--- src/rtl/cla_pkg.sv ---
// Shared types and helpers for the pipelined carry-lookahead adder/subtractor.
//
// Contents:
//   op_t           operation select (OP_ADD / OP_SUB)
//   GRP_W          lookahead group width (bits per group)
//   MAX_W          widest operand supported; the S1 payload is sized for it
//   s1_t           stage-1 payload: per-bit propagate/generate, effective
//                  carry-in, operation and the operand sign bits
//   cla4_carries   carry vector of one 4-wide lookahead block, used for the
//                  second (group-of-groups) lookahead level

package cla_pkg;

    typedef enum logic {
        OP_ADD = 1'b0,
        OP_SUB = 1'b1
    } op_t;

    localparam int GRP_W = 4;
    localparam int MAX_W = 64;

    typedef struct packed {
        logic [MAX_W-1:0] p;
        logic [MAX_W-1:0] g;
        logic             cin;
        op_t              op;
        logic             sign_a;
        logic             sign_b;
    } s1_t;

    // Returns {carry out, carries into positions 3..0}; bit 0 is cin itself.
    function automatic logic [GRP_W:0] cla4_carries(
        input logic [GRP_W-1:0] p,
        input logic [GRP_W-1:0] g,
        input logic             cin
    );
        logic [GRP_W:0] c;
        c[0] = cin;
        for (int i = 0; i < GRP_W; i++) begin
            c[i+1] = g[i] | (p[i] & c[i]);
        end
        return c;
    endfunction

endpackage

--- src/rtl/cla_group4.sv ---
// Combinational 4-bit carry-lookahead group.
//
// Ports:
//   p[3:0], g[3:0]  per-bit propagate / generate
//   cin             carry into bit 0 of the group
//   grp_p, grp_g    group propagate / generate
//   c[3:0]          carry into each bit of the group (c[0] = cin)

module cla_group4
    import cla_pkg::*;
(
    input  logic [GRP_W-1:0] p,
    input  logic [GRP_W-1:0] g,
    input  logic             cin,
    output logic             grp_p,
    output logic             grp_g,
    output logic [GRP_W-1:0] c
);

    assign c[0] = cin;
    assign c[1] = g[0] | (p[0] & cin);
    assign c[2] = g[1] | (p[1] & g[0]) | (p[1] & p[0] & cin);
    assign c[3] = g[2] | (p[2] & g[1]) | (p[2] & p[1] & g[0])
                | (p[2] & p[1] & p[0] & cin);

    assign grp_p = &p;
    assign grp_g = g[3] | (p[3] & g[2]) | (p[3] & p[2] & g[1])
                 | (p[3] & p[2] & p[1] & g[0]);

endmodule

--- src/rtl/cla_addsub_pipe.sv ---
// Three-stage pipelined two-level carry-lookahead adder/subtractor with
// valid/ready handshakes on both sides and per-stage bubble collapse.
//
//   S1: operand conditioning -> per-bit p/g, effective carry-in, sign bits
//   S2: group P/G (cla_group4) and group carries from a second lookahead
//       level over 4-group superblocks, rippling between superblocks
//   S3: in-group carries, sum, carry-out, overflow, zero (outputs registered)
//
// Build option: define CLA_ADDSUB_SAT_EN to saturate out_sum to the signed
// limit on overflow (0x7F..F for positive, 0x80..0 for negative overflow).
//
// Ports:
//   clk, rst              clock, asynchronous active-high reset
//   in_valid / in_ready   operand handshake
//   in_a, in_b            operands (WIDTH bits)
//   in_op                 OP_ADD / OP_SUB
//   in_cin                carry-in (ignored for OP_SUB, which uses 1)
//   out_valid / out_ready result handshake
//   out_sum               result (WIDTH bits)
//   out_cout              carry-out (for SUB, 1 = no borrow)
//   out_ovf               signed overflow
//   out_zero              out_sum == 0

module cla_addsub_pipe
    import cla_pkg::*;
#(
    parameter int WIDTH = 16
) (
    input  logic             clk,
    input  logic             rst,
    input  logic             in_valid,
    output logic             in_ready,
    input  logic [WIDTH-1:0] in_a,
    input  logic [WIDTH-1:0] in_b,
    input  op_t              in_op,
    input  logic             in_cin,
    output logic             out_valid,
    input  logic             out_ready,
    output logic [WIDTH-1:0] out_sum,
    output logic             out_cout,
    output logic             out_ovf,
    output logic             out_zero
);

    localparam int NG  = WIDTH / GRP_W;
    localparam int NSB = (NG + 3) / 4;

    if ((WIDTH % GRP_W) != 0 || WIDTH < 8 || WIDTH > MAX_W) begin : g_width_check
        $error("cla_addsub_pipe: WIDTH must be a multiple of 4 in 8..64");
    end

    // ------------------------------------------------------------------
    // Handshake: a stage may load when it is empty or its content moves on.
    // Depends only on valid bits and out_ready.
    // ------------------------------------------------------------------
    logic v1, v2, v3;
    logic en1, en2, en3;
    logic ld1, ld2, ld3;

    assign en3 = !v3 || out_ready;
    assign en2 = !v2 || en3;
    assign en1 = !v1 || en2;
    assign ld1 = en1 && in_valid;
    assign ld2 = en2 && v1;
    assign ld3 = en3 && v2;

    assign in_ready  = en1;
    assign out_valid = v3;

    always_ff @(posedge clk or posedge rst) begin
        if (rst) begin
            v1 <= 1'b0;
            v2 <= 1'b0;
        end else begin
            if (en1) v1 <= in_valid;
            if (en2) v2 <= v1;
        end
    end

    // ------------------------------------------------------------------
    // S1
    // ------------------------------------------------------------------
    logic [WIDTH-1:0] b_eff;
    s1_t              s1_d;
    s1_t              s1_q;

    assign b_eff = (in_op == OP_SUB) ? ~in_b : in_b;

    always_comb begin
        s1_d                = '0;
        s1_d.p[WIDTH-1:0]   = in_a ^ b_eff;
        s1_d.g[WIDTH-1:0]   = in_a & b_eff;
        s1_d.cin            = (in_op == OP_SUB) ? 1'b1 : in_cin;
        s1_d.op             = in_op;
        s1_d.sign_a         = in_a[WIDTH-1];
        s1_d.sign_b         = b_eff[WIDTH-1];
    end

    always_ff @(posedge clk) begin
        if (ld1) s1_q <= s1_d;
    end

    // ------------------------------------------------------------------
    // S2: group P/G, then carries into every group
    // ------------------------------------------------------------------
    logic [WIDTH-1:0]     p1, g1;
    logic [NG-1:0]        gp, gg;
    logic [WIDTH-1:0]     s2_unused_c;
    logic [NSB*4-1:0]     gp_pad, gg_pad, gc_pad;
    logic [GRP_W:0]       sb_c;
    logic                 sb_carry;

    assign p1 = s1_q.p[WIDTH-1:0];
    assign g1 = s1_q.g[WIDTH-1:0];

    for (genvar i = 0; i < NG; i++) begin : g_s2_grp
        cla_group4 u_grp (
            .p     (p1[GRP_W*i +: GRP_W]),
            .g     (g1[GRP_W*i +: GRP_W]),
            .cin   (1'b0),
            .grp_p (gp[i]),
            .grp_g (gg[i]),
            .c     (s2_unused_c[GRP_W*i +: GRP_W])
        );
    end

    // Unused pad groups have P = G = 0 so they never affect real carries.
    always_comb begin
        gp_pad         = '0;
        gg_pad         = '0;
        gc_pad         = '0;
        sb_c           = '0;
        gp_pad[NG-1:0] = gp;
        gg_pad[NG-1:0] = gg;
        sb_carry       = s1_q.cin;
        for (int j = 0; j < NSB; j++) begin
            sb_c              = cla4_carries(gp_pad[4*j +: 4], gg_pad[4*j +: 4], sb_carry);
            gc_pad[4*j +: 4]  = sb_c[3:0];
            sb_carry          = sb_c[4];
        end
    end

    logic [WIDTH-1:0] s2_p, s2_g;
    logic [NG-1:0]    s2_gp, s2_gg, s2_gc;
    logic             s2_neg;

    always_ff @(posedge clk) begin
        if (ld2) begin
            s2_p   <= p1;
            s2_g   <= g1;
            s2_gp  <= gp;
            s2_gg  <= gg;
            s2_gc  <= gc_pad[NG-1:0];
            // Overflow can only be negative when both operands are negative.
            s2_neg <= s1_q.sign_a & s1_q.sign_b;
        end
    end

    // ------------------------------------------------------------------
    // S3: in-group carries, sum and flags
    // ------------------------------------------------------------------
    logic [WIDTH-1:0] c_vec;
    logic [NG-1:0]    s3_unused_p, s3_unused_g;
    logic [WIDTH-1:0] sum_raw, sum_fin;
    logic             cout, ovf;

    for (genvar i = 0; i < NG; i++) begin : g_s3_grp
        cla_group4 u_grp (
            .p     (s2_p[GRP_W*i +: GRP_W]),
            .g     (s2_g[GRP_W*i +: GRP_W]),
            .cin   (s2_gc[i]),
            .grp_p (s3_unused_p[i]),
            .grp_g (s3_unused_g[i]),
            .c     (c_vec[GRP_W*i +: GRP_W])
        );
    end

    assign sum_raw = s2_p ^ c_vec;
    assign cout    = s2_gg[NG-1] | (s2_gp[NG-1] & s2_gc[NG-1]);
    assign ovf     = c_vec[WIDTH-1] ^ cout;

    logic unused_bits;

`ifdef CLA_ADDSUB_SAT_EN
    always_comb begin
        sum_fin = sum_raw;
        if (ovf) begin
            sum_fin = s2_neg ? {1'b1, {(WIDTH-1){1'b0}}} : {1'b0, {(WIDTH-1){1'b1}}};
        end
    end
    assign unused_bits = ^{s1_q, gc_pad, s2_gp, s2_gg, sb_carry};
`else
    assign sum_fin     = sum_raw;
    assign unused_bits = ^{s1_q, gc_pad, s2_gp, s2_gg, sb_carry, s2_neg};
`endif

    always_ff @(posedge clk or posedge rst) begin
        if (rst) begin
            v3       <= 1'b0;
            out_sum  <= '0;
            out_cout <= 1'b0;
            out_ovf  <= 1'b0;
            out_zero <= 1'b0;
        end else begin
            if (en3) v3 <= v2;
            if (ld3) begin
                out_sum  <= sum_fin;
                out_cout <= cout;
                out_ovf  <= ovf;
                out_zero <= (sum_fin == '0);
            end
        end
    end

endmodule

--- config.mk ---
export PLATFORM = sky130hd
export DESIGN_NAME = cla_addsub_pipe
export DESIGN_NICKNAME = d
export VERILOG_FILES = /design/src/rtl/cla_pkg.sv /design/src/rtl/cla_group4.sv /design/src/rtl/cla_addsub_pipe.sv
export SDC_FILE = /design/constraint.sdc
export NUM_CORES = 1
export LEC_CHECK = 0
export CELL_PAD_IN_SITES_DETAIL_PLACEMENT = 1
export CELL_PAD_IN_SITES_GLOBAL_PLACEMENT = 2
export CORE_MARGIN = 1.5
export CORE_UTILIZATION = 38
export DETAILED_ROUTE_END_ITERATION = 8
export PLACE_DENSITY = 0.83
export SLEW_MARGIN = 30
export SYNTH_ARGS = -nofsm -noshare
export SYNTH_HDL_FRONTEND = slang
export SYNTH_HIERARCHICAL = 1
export SYNTH_SLANG_ARGS = --single-unit
--- constraint.sdc ---
create_clock -name clk -period 2.2 [get_ports clk]
set_input_delay 0.44 -clock clk [delete_from_list [all_inputs] [get_ports clk]]
set_output_delay 0.44 -clock clk [all_outputs]
set_load 0.02 [all_outputs]
clock_map.png
Bar = 20 um.
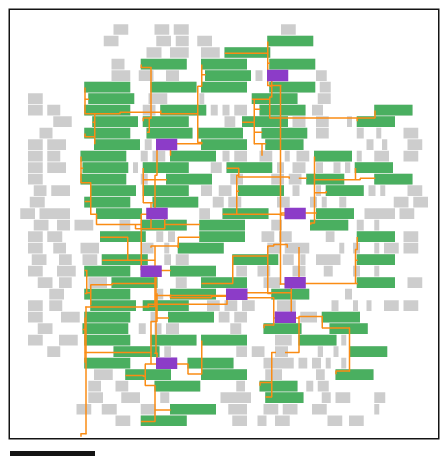
Green shows flip-flops, count 89. Orange shows clock wires, length 931 um. Purple shows cells driving clock nets, count 9.
There are 10 routed clock nets.

registers.png
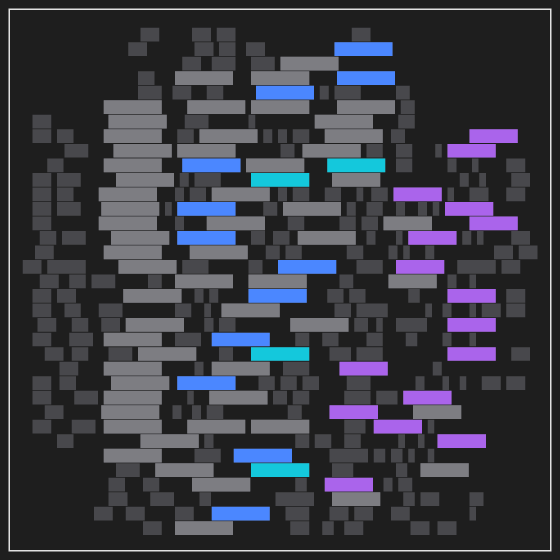
Purple shows out_sum, placed flops 16. Cyan shows s2_gc, placed flops 4. Blue shows s2_g, placed flops 12.

cell_classes.png
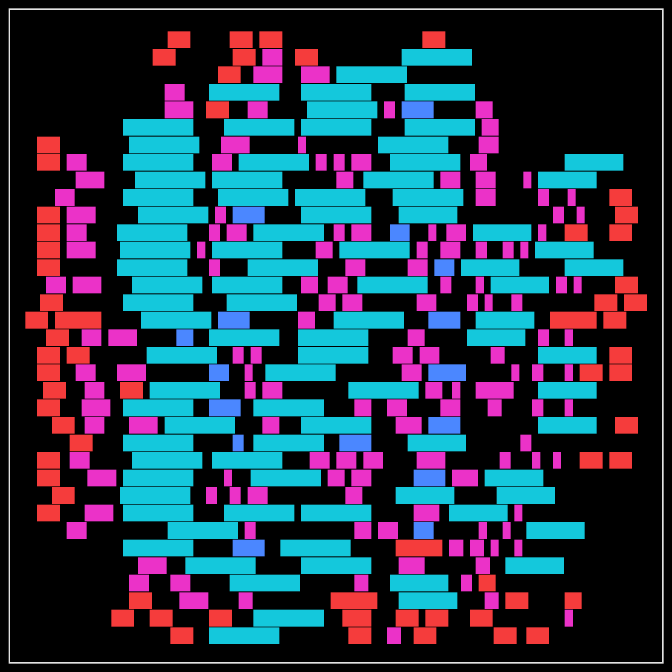
Red shows other buffers and delay cells, cells 64, share of their area 15%. Cyan shows flip-flops, cells 89, share of their area 57%. Magenta shows all other logic, cells 142, share of their area 23%. Blue shows clock drivers and dummy loads, cells 16, share of their area 4.2%.

==> results.txt <==
sink count of the clock tree: 89
met1 Use GR: 0.165
full die area: 10200 sq um
Comb power: 825 uW
critical path's largest stage delay: 0.42 ns
worst path buffer plus inverter count: 2
share of final layout cell area taken by clock buffers and inverters: 0.0405
global-route usage over all layers: 0.122
net switching component of the power: 1.15 mW
synthesis-to-layout area growth: 26.6%
Synth warnings: 6
Signal buffers: 64
clock power share: 0.253
RSZ-0062 raised after global routing: no
global-route wire length before repair: 9550 um
starting utilization of the core area: 0.394
die height: 101 um
total cell area at the placement stage: 4450 sq um
setup TNS after final layout: 0 ns
Hold/Removal Path Class: input pin to async pin
CP Cell Sequence: clkdlybuf4s50_1 > nor2b_1 > nand3_1 > dlymetal6s2s_1
M2 GR Usage: 0.188
number of buffers inserted by hold repair at cts: 0
normalized max-slew margin: 0.730
Gate Count Post-Synth: 240
signal buffers share of area: 0.146
maximum clock skew at final layout: 0.00483 ns
clock tree from TritonCTS: built
Least-Margin Pin Slew: 0.404 ns
pwr/cell area: 879 nW/um^2
number of endpoints with negative hold slack in the final report: 0
cell leakage power: 1.78 nW
area of all sequential standard cells: 2560 sq um
result of the run: complete, no violations
combinational share of power: 0.202
number of buffers inserted during clock tree synthesis: 9
highest ir drop seen on vdd: 0.294 mV
met2 WL: 2630 um
drt drc: 0
M3 GR Usage: 0.0269
placed cells: 424
root buffer cell: sky130_fd_sc_hd__clkbuf_8
initial antenna violation count: 0
# Post-CTS Setup Buffers: 0
Setup crit start kind: input pin
Commonest Layout Cell: sky130_fd_sc_hd__edfxtp_1
seq pwr: 2.22 mW
cts repair resizes: 0
internal power of the cells: 2.93 mW
power attributed to the clock group: 1.03 mW
row count: 35
DR WL met3: 230 um
Final Setup Violations: 0
number of search-and-repair iterations in the first detailed-routing pass: 4
comb_multi_in: 140
nets in the synthesized netlist: 294
inverter tally of the final layout excluding the clock network: 2
fraction of area in registers: 0.552
post-layout util: 0.500
leading cell types in the layout, fill and taps excluded: 67 x sky130_fd_sc_hd__edfxtp_1, 57 x sky130_fd_sc_hd__clkdlybuf4s50_1, 23 x sky130_fd_sc_hd__nand2_1
maximum number of pins on one net before global-route repair: 35
kind of cell adding the most delay to the critical path: buffers and inverters
data required time at the worst endpoint: 1.76 ns
Overall Power: 4.08 mW
total standard cell area after synthesis: 3660 sq um
count of flip-flops and latches: 89
maxcap violations: 0
arrival time of the worst setup path: 1.40 ns
final RePlAce weighted congestion: 0.734
Final Max Slew Viols: 0
Port Buf Inserts: 58
Antenna Diode Count: 0
average vias per placed instance: 4.61
routed via count: 2027
cell with the largest stage delay on the worst path: sky130_fd_sc_hd__clkdlybuf4s50_1
tapcells inserted: 129
biggest area consumer among cell classes: sequential cells
Switching Share: 0.281
count of warning messages emitted by the tools: 26
area of all placed cells without fillers: 4640 sq um
type of destination of the critical path: output port
dominant power group: registers
final net count: 360
final instance count without filler cells: 440
starting DRC count in detailed routing: 41
maximum buffer depth of the clock tree: 2
Tmin final: 1.84 ns
timing-limited maximum frequency: 0.543 GHz
final_clocks.png
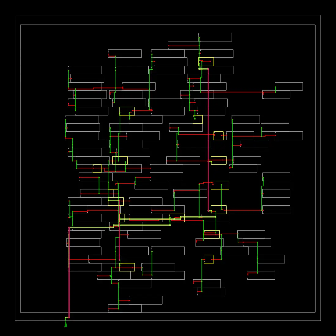
number of clock buffers in the layout: 9
clock insertion delay at the later pin of the skew report: 0.35 ns

gate_families.png
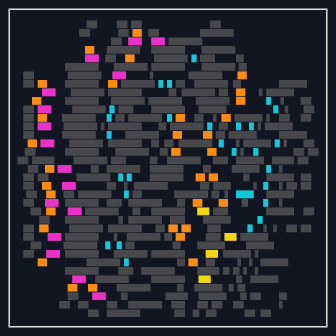
Magenta shows adder and majority cells, cells 16. Orange shows XOR/XNOR gates, cells 33. Cyan shows inverting AOI/OAI gates, cells 28. Yellow shows multiplexers, cells 4.

[sequential cells by signal, summed over array words and instances, names as in the netlist, 4 cells and up]
name	cells
out_sum	16
s2_g	12
g1	16
p1	16
s2_gc	4
s2_p	16
[stage by stage]
step	worst slack (ns)	hold WS (ns)
detailed placement	0.0274	0.440
floorplan	0.0891	0.418
global placement	0.0544	0.434
finish	0.358	0.419
CTS	0.0152	0.420
global route	0.231	0.451
[path summary, 6_finish.rpt]
kind	from	to	slack (ns)	cells after the start
min	rst	v1	0.42	3
min in group clk	g1[8]	s2_g[8]	0.46	0
max in group asynchronous	rst	out_sum[6]	1.56	3
max	out_ready	in_ready	0.36	4
min reg2reg	g1[8]	s2_g[8]	0.46	0
max reg2reg	s2_gc[3]	out_zero	0.38	6
Power figures rest on the tool's default switching activity, not on a simulated workload.
